--- src/rtl/seq_detector_pkg.sv ---
// seq_detector_pkg: FSM states and configuration helpers shared by the pattern detector
package seq_detector_pkg;
  typedef enum logic [1:0] {IDLE, FILL, ARMED} state_t;
  function automatic logic [63:0] len_mask(int len);
    return len >= 64 ? '1 : (64'd1 << len) - 64'd1;
  endfunction
  function automatic int clamp_len(int len, int max_len);
    return len > max_len ? max_len : len;
  endfunction
endpackage

--- src/rtl/sat_counter.sv ---
// sat_counter: saturating up-counter with synchronous clear
module sat_counter #(
  parameter int W = 16
) (
  input  logic         clk,
  input  logic         reset_i,
  input  logic         clr_i,
  input  logic         inc_i,
  output logic [W-1:0] cnt_o
);
  always_ff @(posedge clk or negedge reset_i)
    if (!reset_i) cnt_o <= '0;
    else if (clr_i) cnt_o <= '0;
    else if (inc_i && !(&cnt_o)) cnt_o <= cnt_o + 1'b1;
endmodule

--- src/rtl/seq_detector_param.sv ---
// seq_detector_param: programmable serial pattern detector; match counter built only under SEQDET_MATCH_CNT_EN
module seq_detector_param
  import seq_detector_pkg::*;
#(
  parameter int MAX_LEN = 8,
  parameter int CNT_W   = 16,
  parameter int LEN_W   = $clog2(MAX_LEN + 1)
) (
  input  logic               clk,
  input  logic               reset_i,
  input  logic               in_valid_i,
  input  logic               in_i,
  input  logic               cfg_load_i,
  input  logic [MAX_LEN-1:0] pattern_i,
  input  logic [LEN_W-1:0]   len_i,
  input  logic               overlap_i,
  input  logic               clear_i,
  output logic               detected_o,
  output logic [CNT_W-1:0]   match_cnt_o
);
  state_t state, state_n;
  logic [MAX_LEN-1:0] cfg_pat, pat_n, hist, hist_n, hist_sh, mask;
  logic [LEN_W-1:0] cfg_len, len_n, new_len, fill, fill_n, fill_inc;
  logic cfg_ovl, ovl_n, match, flush, acc, det_n;
  always_comb begin
    hist_sh = MAX_LEN'({hist, in_i});
    fill_inc = fill == cfg_len ? fill : fill + 1'b1;
    mask = MAX_LEN'(len_mask(int'(cfg_len)));
    match = in_valid_i && state != IDLE && fill_inc == cfg_len && ((hist_sh ^ cfg_pat) & mask) == '0;
    new_len = LEN_W'(clamp_len(int'(len_i), MAX_LEN));
    pat_n = cfg_load_i ? pattern_i : cfg_pat;
    len_n = cfg_load_i ? new_len : cfg_len;
    ovl_n = cfg_load_i ? overlap_i : cfg_ovl;
    flush = cfg_load_i || clear_i;
    acc = in_valid_i && !flush;
    det_n = acc && match;
    hist_n = flush ? '0 : acc ? hist_sh : hist;
    fill_n = flush || (det_n && !cfg_ovl) ? '0 : acc ? fill_inc : fill;
    state_n = cfg_load_i ? (new_len == '0 ? IDLE : FILL)
            : state == IDLE ? IDLE
            : clear_i || (det_n && !cfg_ovl) ? FILL
            : acc && fill_inc == cfg_len ? ARMED : state;
  end
  always_ff @(posedge clk or negedge reset_i)
    if (!reset_i) begin
      state <= IDLE;
      cfg_pat <= '0;
      cfg_len <= '0;
      cfg_ovl <= 1'b0;
      hist <= '0;
      fill <= '0;
      detected_o <= 1'b0;
    end else begin
      state <= state_n;
      cfg_pat <= pat_n;
      cfg_len <= len_n;
      cfg_ovl <= ovl_n;
      hist <= hist_n;
      fill <= fill_n;
      detected_o <= det_n;
    end
`ifdef SEQDET_MATCH_CNT_EN
  sat_counter #(.W(CNT_W)) u_cnt (
    .clk(clk), .reset_i(reset_i), .clr_i(clear_i && !cfg_load_i), .inc_i(det_n), .cnt_o(match_cnt_o)
  );
`else
  assign match_cnt_o = '0;
`endif
endmodule

--- config.mk ---
export PLATFORM = sky130hd
export DESIGN_NAME = seq_detector_param
export DESIGN_NICKNAME = d
export VERILOG_FILES = /design/src/rtl/seq_detector_pkg.sv /design/src/rtl/sat_counter.sv /design/src/rtl/seq_detector_param.sv
export SDC_FILE = /design/constraint.sdc
export NUM_CORES = 1
export LEC_CHECK = 0
export CAP_MARGIN = 20
export CORE_ASPECT_RATIO = 1.75
export CORE_MARGIN = 5
export CORE_UTILIZATION = 54
export CTS_CLUSTER_DIAMETER = 50
export DETAILED_ROUTE_END_ITERATION = 16
export PLACE_DENSITY = 0.91
export SETUP_SLACK_MARGIN = 0.4
export SLEW_MARGIN = 20
export SYNTH_ARGS = -nofsm -noshare
export SYNTH_HDL_FRONTEND = slang
export SYNTH_HIERARCHICAL = 1
export SYNTH_SLANG_ARGS = --single-unit
--- constraint.sdc ---
create_clock -name clk -period 4.2 [get_ports clk]
set_input_delay 0.63 -clock clk [delete_from_list [all_inputs] [get_ports clk]]
set_output_delay 0.63 -clock clk [all_outputs]
set_load 0.01 [all_outputs]
Figure 1. Clock routing (run 1).
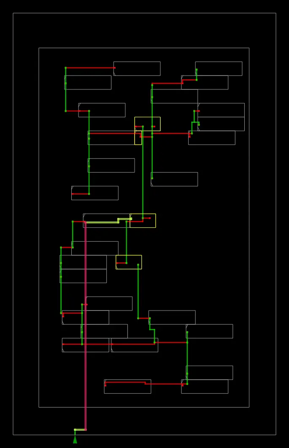
clk_buf instances: 4
worst skew pair latency: 0.26 ns

Figure 2. Gate families picked out (run 1).
Scale: 4 px per um.
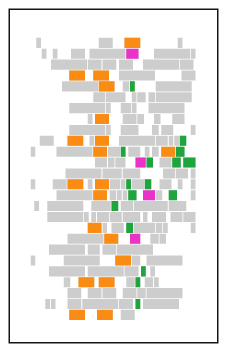
non-inverting ao/oa cells: shown in magenta, cells 4. nand cells: shown in green, cells 16. mux cells: shown in orange, cells 19.
most numerous logic cell after layout: dfrtp_1
logic share of the area: 0.462
post-route insts no fill: 200

Figure 3. Signal wires by layer (run 1).
Scale: 4 px per um.
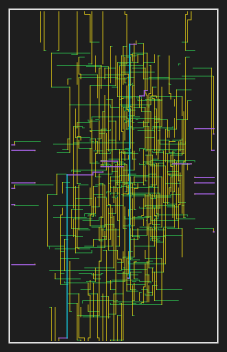
M4: shown in cyan, wire length 99.3 um. M2: shown in yellow, wire length 1940 um. M3: shown in purple, wire length 70.8 um. M1: shown in green, wire length 1120 um.
DR WL/cell: 16.1 um
Post-Route WL: 3220 um
Vias: 1135
Total GRT Usage: 0.166

==> results.json, run 1 <==
{
  "status": "completed",
  "core_area_um2": 2930,
  "r2r_cells": 9,
  "intPower_mw": 0.400,
  "grt_pass1_vias": 1225,
  "clkTransAtPathRegs_ns": 0.08,
  "die-width_um": 51.7,
  "switching_power_mw": 0.150,
  "r2r-start": "cfg_len[3]",
  "critPathMaxFanout": 10,
  "cellLeakagePower_nw": 0.750,
  "regToRegSetupSlack_ns": 1.69,
  "swShare": 0.272,
  "required_ns": 4.35,
  "mux_share": 0.124,
  "slew_headroom": 0.442,
  "seq_power_share": 0.537,
  "critical_path_class": "register to register",
  "setup.worst_path.end": "state[1]",
  "cp.arrival_ns": 2.66,
  "grt_max_degree": 28,
  "ant_nets": 0,
  "area_growth_pct": 8.44,
  "yosys_area_um2": 1650,
  "edf_count": 0,
  "clock_area_frac": 0.0252,
  "n_all_buffers": 19,
  "warnings": 26,
  "synth_warnings": 6,
  "top_logic_kind": "simple AND/OR/NAND/NOR gates",
  "final_area_um2": 1780,
  "p_comb_mw": 0.114
}
Figure 4. Routed clock nets over the placement (run 1).
Scale: 8 px per um.
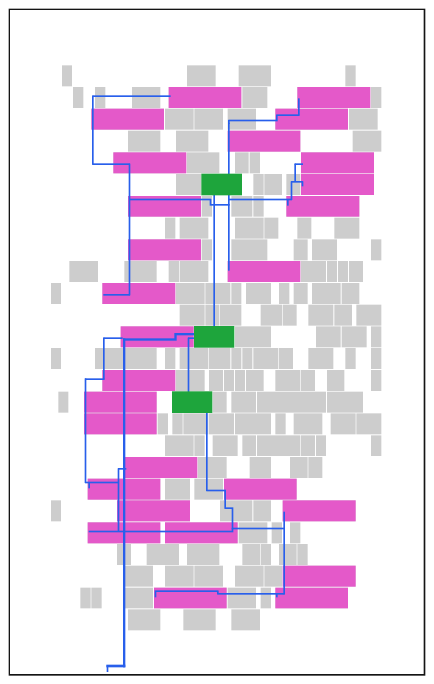

## Run 2: what changed since run 1
--- a/config.mk
+++ b/config.mk
@@ -8,10 +8,10 @@
 export CAP_MARGIN = 20
 export CORE_ASPECT_RATIO = 1.75
 export CORE_MARGIN = 5
-export CORE_UTILIZATION = 54
+export CORE_UTILIZATION = 50
 export CTS_CLUSTER_DIAMETER = 50
 export DETAILED_ROUTE_END_ITERATION = 16
-export PLACE_DENSITY = 0.91
+export PLACE_DENSITY = 0.86
 export SETUP_SLACK_MARGIN = 0.4
 export SLEW_MARGIN = 20
 export SYNTH_ARGS = -nofsm -noshare
==> constraint.sdc (replaced) <==
create_clock -name clk -period 2.4 [get_ports clk]
set_input_delay 0.36 -clock clk [delete_from_list [all_inputs] [get_ports clk]]
set_output_delay 0.36 -clock clk [all_outputs]
set_load 0.01 [all_outputs]
Figure 5. Routed clock nets over the placement (run 2).
Scale: 8 px per um.
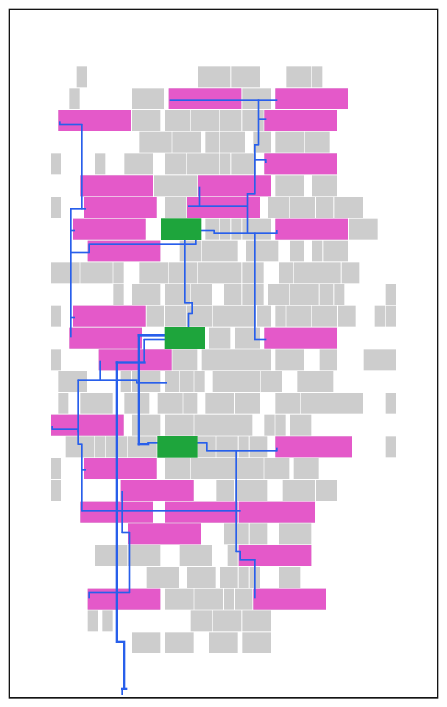
clock wires: shown in blue, length 319 um. flip-flops: shown in magenta, count 27. clock-net drivers: shown in green, count 3.
There are 4 routed clock nets.
Clk power: 0.255 mW
worst skew pair latency: 0.27 ns

Figure 6. Gate families picked out (run 2).
Scale: 4 px per um.
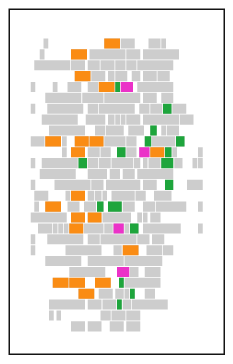
mux cells: shown in orange, cells 19. non-inverting ao/oa cells: shown in magenta, cells 4. nand cells: shown in green, cells 16.
post-route insts no fill: 232
logic share of the area: 0.454

==> run 2 against run 1 <==
Flip-flop count did not move. Critical path depth decreased by 1. Synthesized cell count unchanged. Clock-buffer cell count fell by 1. Synthesized area unchanged.
==> results.json, run 2 <==
{
  "warnings": 29,
  "busiest_layer": "met2",
  "top_register": "cfg_pat",
  "ant_nets": 0,
  "swShare": 0.300,
  "nClkBuffers": 3,
  "synth_warnings": 6,
  "setup.worst_path.end": "state[0]",
  "intPower_mw": 0.742,
  "r2r-start": "cfg_len[0]",
  "regToRegSetupSlack_ns": 0.21,
  "r2r_cells": 8,
  "core_area_um2": 3180,
  "cp.arrival_ns": 2.39,
  "p_comb_mw": 0.297,
  "grt_pass1_vias": 1383,
  "slew_headroom": 0.637,
  "switching_power_mw": 0.319,
  "seq_power_share": 0.479,
  "grt_max_degree": 28,
  "yosys_area_um2": 1650,
  "critical_path_class": "register to register",
  "area_growth_pct": 25.3,
  "layout_top_cell": "dfrtp_1",
  "required_ns": 2.60,
  "status": "completed",
  "critPathMaxFanout": 7,
  "final_area_um2": 2060,
  "top_cells_by_count": "dfrtp_1 (27), buf_4 (17), nor2_1 (15)",
  "cellLeakagePower_nw": 0.854,
  "die-width_um": 53.4
}
Figure 7. Signal wires by layer (run 2).
Scale: 4 px per um.
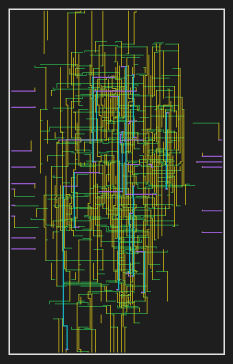
M3: shown in purple, wire length 143 um. M1: shown in green, wire length 1350 um. M2: shown in yellow, wire length 2260 um. M4: shown in cyan, wire length 266 um.
Post-Route WL: 4020 um
Total GRT Usage: 0.187
Vias: 1281
DR WL/cell: 17.3 um

Figure 8. Metal 3 (run 2).
Scale: 8 px per um.
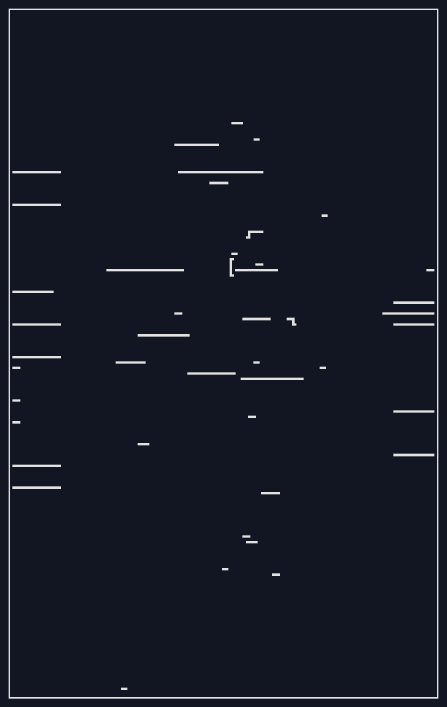

## Run 3: what changed since run 2
--- a/config.mk
+++ b/config.mk
@@ -8,13 +8,15 @@
 export CAP_MARGIN = 20
 export CORE_ASPECT_RATIO = 1.75
 export CORE_MARGIN = 5
-export CORE_UTILIZATION = 50
+export CORE_UTILIZATION = 62
 export CTS_CLUSTER_DIAMETER = 50
 export DETAILED_ROUTE_END_ITERATION = 16
-export PLACE_DENSITY = 0.86
+export DONT_BUFFER_PORTS = 1
+export PLACE_DENSITY = 0.85
 export SETUP_SLACK_MARGIN = 0.4
 export SLEW_MARGIN = 20
 export SYNTH_ARGS = -nofsm -noshare
 export SYNTH_HDL_FRONTEND = slang
 export SYNTH_HIERARCHICAL = 1
 export SYNTH_SLANG_ARGS = --single-unit
+export TNS_END_PERCENT = 10
Figure 9. Metal 3 (run 3).
Scale: 6 px per um.
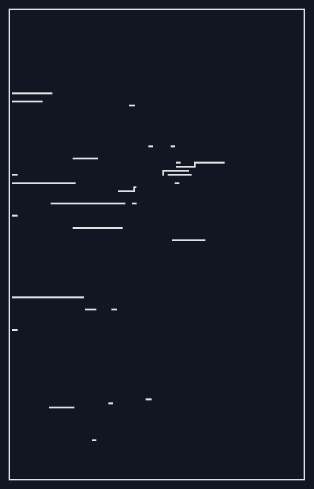
18 nets have wire on it. The layer holds 2.9% of the routed length.
grt met3 use: 0.0360
Vias: 1084
Post-Route WL: 3220 um

Figure 10. Routed clock nets over the placement (run 3).
Scale: 6 px per um.
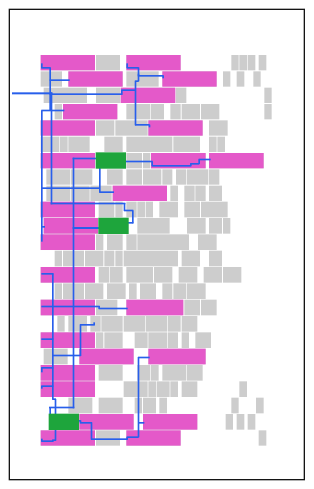
clock-net drivers: shown in green, count 3. clock wires: shown in blue, length 316 um. flip-flops: shown in magenta, count 27.
There are 4 routed clock nets.
Clk pwr share: 0.260
Clk power: 0.256 mW

==> run 3 against run 2 <==
Die size is 17% lower. Critical path depth stayed put. First-iteration DRC count is 26% higher. Sequential power hardly changed. Wire length is 20% lower. Global-route usage is 0.19 points lower. Non-clock buffer count is 26 lower. Utilization is 4.6 points higher. Synthesized area stayed put. Fmax is 4.5% higher. Combinational power is 25% lower. Setup slack better by 0.093 ns. Critical endpoint unchanged. Largest power group unchanged. Highest routed layer unchanged.
==> results.json, run 3 <==
{
  "status": "completed",
  "top_cells_by_count": "dfrtp_1 (27), buf_4 (17), nor2_1 (15)",
  "seq_power_share": 0.514,
  "critPathMaxFanout": 3,
  "r2r-start": "cfg_len[2]",
  "top_register": "cfg_pat",
  "mux_share": 0.124,
  "startpoint_type": "register",
  "regToRegSetupSlack_ns": 0.30,
  "required_ns": 2.61,
  "diodes": 0,
  "edf_count": 0,
  "area_leaders": "dfrtp_1 (41%), buf_4 (7.8%), mux2_2 (7.5%), xnor2_1 (7.5%), mux2i_1 (4.9%)",
  "place_inst": 178,
  "top_logic_kind": "simple AND/OR/NAND/NOR gates",
  "cts_tree": "done",
  "fp-utilization": 0.652,
  "clock.latency.late_pin_ns": 0.28,
  "post_drt_wl_per_cell_um": 17.0,
  "core_area_um2": 2520,
  "warnings": 29,
  "yosys_area_um2": 1650,
  "ys_types": 40,
  "cellLeakagePower_nw": 0.740,
  "area_growth_pct": 6.62,
  "clock_area_frac": 0.0264,
  "n_all_buffers": 10,
  "slew_headroom": 0.645,
  "swShare": 0.284,
  "layout_top_cell": "dfrtp_1",
  "setup.worst_path.end": "state[0]",
  "grt_use_total": 0.185,
  "grt_pass1_vias": 1231,
  "ant_nets": 0,
  "final_area_um2": 1750,
  "die-width_um": 48.9,
  "switching_power_mw": 0.279,
  "io_pins": 36,
  "p_comb_mw": 0.222,
  "cts.sink_count": 27,
  "nClkBuffers": 3,
  "r2r_cells": 8,
  "grt_max_degree": 28,
  "intPower_mw": 0.704
}
Figure 11. Gate families picked out (run 3).
Scale: 4 px per um.
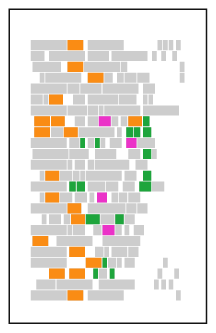
mux cells: shown in orange, cells 19. nand cells: shown in green, cells 16. non-inverting ao/oa cells: shown in magenta, cells 4, where middle.
logic share of the area: 0.506
post-route insts no fill: 189

Power is estimated from default activity; no workload was simulated.
